### src/rtl/alu_arbiter.sv
// Two-requester round-robin arbiter in front of a small W-bit ALU.
// Each accepted operation passes IDLE -> EXEC -> RESP and is held until the consumer takes it.
module alu_arbiter #(
  parameter int unsigned W = 4
) (
  input  logic         clk,
  input  logic         rst_n,
  input  logic         req0_valid,
  output logic         req0_ready,
  input  logic [2:0]   req0_op,
  input  logic [W-1:0] req0_a,
  input  logic [W-1:0] req0_b,
  input  logic         req1_valid,
  output logic         req1_ready,
  input  logic [2:0]   req1_op,
  input  logic [W-1:0] req1_a,
  input  logic [W-1:0] req1_b,
  output logic         rsp_valid,
  input  logic         rsp_ready,
  output logic         rsp_id,
  output logic [W-1:0] rsp_data,
  output logic         busy
);

  typedef enum logic [1:0] {IDLE, EXEC, RESP} state_t;

  state_t       state, state_nxt;
  logic         ptr;
  logic         grant0, grant1;
  logic [2:0]   op_q;
  logic [W-1:0] a_q, b_q;
  logic         id_q;
  logic [W-1:0] alu_y;

  always_comb begin
    state_nxt = state;
    grant0    = 1'b0;
    grant1    = 1'b0;
    case (state)
      IDLE: begin
        if (req0_valid && req1_valid) begin
          grant0 = !ptr;
          grant1 = ptr;
        end else begin
          grant0 = req0_valid;
          grant1 = req1_valid;
        end
        if (grant0 || grant1) state_nxt = EXEC;
      end
      EXEC:    state_nxt = RESP;
      RESP:    if (rsp_ready) state_nxt = IDLE;
      default: state_nxt = IDLE;
    endcase
  end

  // Readies are forced low during reset even though the state already reads IDLE.
  assign req0_ready = grant0 && rst_n;
  assign req1_ready = grant1 && rst_n;
  assign rsp_valid  = (state == RESP);
  assign busy       = (state != IDLE);

  always_comb begin
    alu_y = '0;
    case (op_q)
      3'b001:  alu_y = a_q + b_q;
      3'b010:  alu_y = a_q - b_q;
      3'b011:  alu_y = a_q & b_q;
      3'b100:  alu_y = a_q | b_q;
      3'b101:  alu_y = ~a_q;
      3'b110:  alu_y = ~b_q;
      default: alu_y = '0;
    endcase
  end

  always_ff @(posedge clk or negedge rst_n) begin
    if (!rst_n) state <= IDLE;
    else        state <= state_nxt;
  end

  always_ff @(posedge clk or negedge rst_n) begin
    if (!rst_n) begin
      ptr  <= 1'b0;
      op_q <= '0;
      a_q  <= '0;
      b_q  <= '0;
      id_q <= 1'b0;
    end else if (state == IDLE && (grant0 || grant1)) begin
      op_q <= grant1 ? req1_op : req0_op;
      a_q  <= grant1 ? req1_a  : req0_a;
      b_q  <= grant1 ? req1_b  : req0_b;
      id_q <= grant1;
      ptr  <= !ptr;
    end
  end

  always_ff @(posedge clk or negedge rst_n) begin
    if (!rst_n) begin
      rsp_data <= '0;
      rsp_id   <= 1'b0;
    end else if (state == EXEC) begin
      rsp_data <= alu_y;
      rsp_id   <= id_q;
    end
  end

endmodule
### config.mk
export PLATFORM = sky130hd
export DESIGN_NAME = alu_arbiter
export DESIGN_NICKNAME = d
export VERILOG_FILES = /design/src/rtl/alu_arbiter.sv
export SDC_FILE = /design/constraint.sdc
export NUM_CORES = 1
export LEC_CHECK = 0
export CORE_ASPECT_RATIO = 1.2
export CORE_MARGIN = 2
export CORE_UTILIZATION = 48
export DETAILED_ROUTE_END_ITERATION = 7
export GPL_ROUTABILITY_DRIVEN = 0
export PLACE_DENSITY_LB_ADDON = 0.12
export SLEW_MARGIN = 20
export SYNTH_ARGS = -nofsm -noshare
export SYNTH_HDL_FRONTEND = slang
export SYNTH_SLANG_ARGS = --single-unit
### constraint.sdc
create_clock -name clk -period 2.9 [get_ports clk]
set_input_delay 0.29 -clock clk [delete_from_list [all_inputs] [get_ports clk]]
set_output_delay 0.29 -clock clk [all_outputs]
set_load 0.01 [all_outputs]
**Selected gate families**

Drawn at 4 px/um.
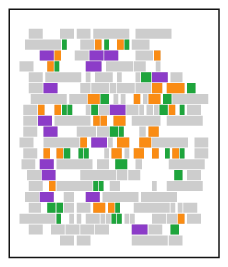
color	family	cells	most used
orange	aoi and oai cells	30	o21ai_0
purple	mux cells	15	mux2i_1
green	nand cells	31	nand2_1
Commonest Layout Cell: clkdlybuf4s50_1
fin cells: 214
combinational share of cell area: 42.21%

**Routed metal, one color a layer**

Drawn at 4 px/um.
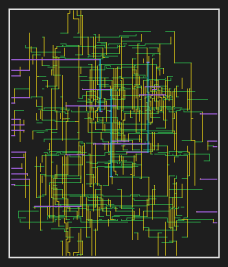
color	layer	wire length
purple	metal 3	148 um
green	metal 1	1170 um
cyan	metal 4	57.1 um
yellow	metal 2	1390 um
Post-Route WL: 2.769 mm
wire per inst: 12.94 um

==> results.py <==
# Flow results
metrics = {
    "run_status": {
        "status": "finished, final reports clean",
    },
    "synthesis": {
        "topCombFamilyByArea": "simple AND/OR/NAND/NOR gates",
        "async_flop_share_pct": 100.0,
        "ys_ff": 20,
        "xor_share_pct": 3.289,
        "ys_seq_share_pct": 37.59,
        "ys_warn_count": 0,
        "ff_type": "dfrtp_1",
        "topCellsByArea": "dfrtp_1 (38%), mux2i_1 (7.5%), ha_1 (5.6%)",
    },
    "drt": {
        "wl_met1_mm": 1.172,
        "firstDrtPassIters": 4,
        "route.met3.wl_um": 148,
        "wl_met2_mm": 1.391,
    },
    "global_routing": {
        "global_route.usage.met1_pct": 23.44,
        "track_usage_pct": 19.96,
        "grt_pass1_wl_mm": 4.761,
        "grt_remaining_overflow": 0,
        "grt_max_degree": 24,
        "gr-usage-met3_pct": 3.349,
    },
    "floorplanning": {
        "rows": 20,
        "dieArea_sq_mm": 0.003213,
        "coreArea_sq_mm": 0.002577,
        "die_height_um": 61.69,
        "die_w_um": 52.08,
        "ios": 36,
    },
    "cts": {
        "cts_setup_buffers": 0,
        "cts_sinks": 20,
        "clkTransAtPathRegs_ns": 0.13,
        "htree_levels": 1,
        "cts_made_buffers": 3,
        "clock_latency_ns": 0.31,
        "cts_resized": 0,
    },
    "setup_path": {
        "critPathLaunch": "op_q[2]$_DFFE_PN0P_",
        "r2r_cells": 7,
        "reg2reg_from": "op_q[2]$_DFFE_PN0P_",
        "start_kind": "flip-flop",
        "cp.required_ns": 3.10,
        "slowest_stage": "dfrtp_1",
    },
    "cells_and_area": {
        "final_cell_mix": "clkdlybuf4s50_1 (35), dfrtp_1 (20), nand2_1 (18)",
        "layout-drive-gt1-share_pct": 9.392,
        "syn2layout_area_growth_pct": 30.92,
    },
    "timing": {
        "rsz0062_at_grt": "false",
        "final-max-slew-violation-count": 0,
    },
    "job": {
        "tool_warnings": 28,
    },
    "pwr": {
        "leakage_nw": 0.8022,
    },
    "placed_design": {
        "io_buffers": 35,
    },
}
## cell families after synthesis
group	count (synthesis)
simple gates	48
compound gates	30
buf+inv	21
flops	20
mux	15
fa+ha+maj	7
xor+xnor	5
## cell usage after synthesis, drive strengths merged, types with 2 or more instances
cell	n
nor2	9
nand2b	6
o221ai	2
buf	4
mux2	5
xnor2	4
ha	6
inv	13
nand2	18
clkbuf	4
nand3	3
o32ai	2
nand4	2
o21ai	18
a211oi	2
nor3	4
dfrtp	20
mux2i	10
a221oi	2
## worst max-delay path: cells and delay by family (launching register included)
family | cells | cell delay [ns]
xor+xnor | 1 | 0.17
compound gates | 2 | 0.32
simple gates | 2 | 0.37
flops | 1 | 0.57
fa+ha+maj | 1 | 0.40
mux | 1 | 0.39
## flip-flops by register name, indices dropped and copies added, names as in the netlist
signal and flops:
op_q 3, b_q 4, ptr 1, a_q 4, rsp_data 4, state 2
id_q 1, rsp_id 1
## through the flow
step           area, sq um  utilization, %  hold WS, ns  worst slack [ns]
3_5_place_dp          1707           66.21       0.4746            0.5742
4_1_cts               1743           67.62       0.3593            0.5513
5_1_grt               1743           67.62       0.3748            0.3608
6_report              1743           67.62       0.3580            0.5634
3_3_place_gp          1707           66.21       0.4575            0.6272
2_1_floorplan         1331               -    -0.005591            0.8462
## layout make-up
type,count,area [sq um],area share (%)
inverter,13,48.80,2.800
sequential,20,500.5,28.72
tap,33,41.29,2.369
multi-input combinational,105,735.7,42.21
clock buffer,4,36.28,2.082
timing repair buffer,39,380.4,21.82
## report_power, final
| group | internal [mW] | switching (mW) | total (mW) |
|---|---|---|---|
| combinational | 0.587 | 0.562 | 1.15 |
| sequential | 0.416 | 0.168 | 0.584 |
| clock | 0.0767 | 0.0934 | 0.170 |
| total | 1.08 | 0.823 | 1.90 |
Power is estimated from default activity; no workload was simulated.
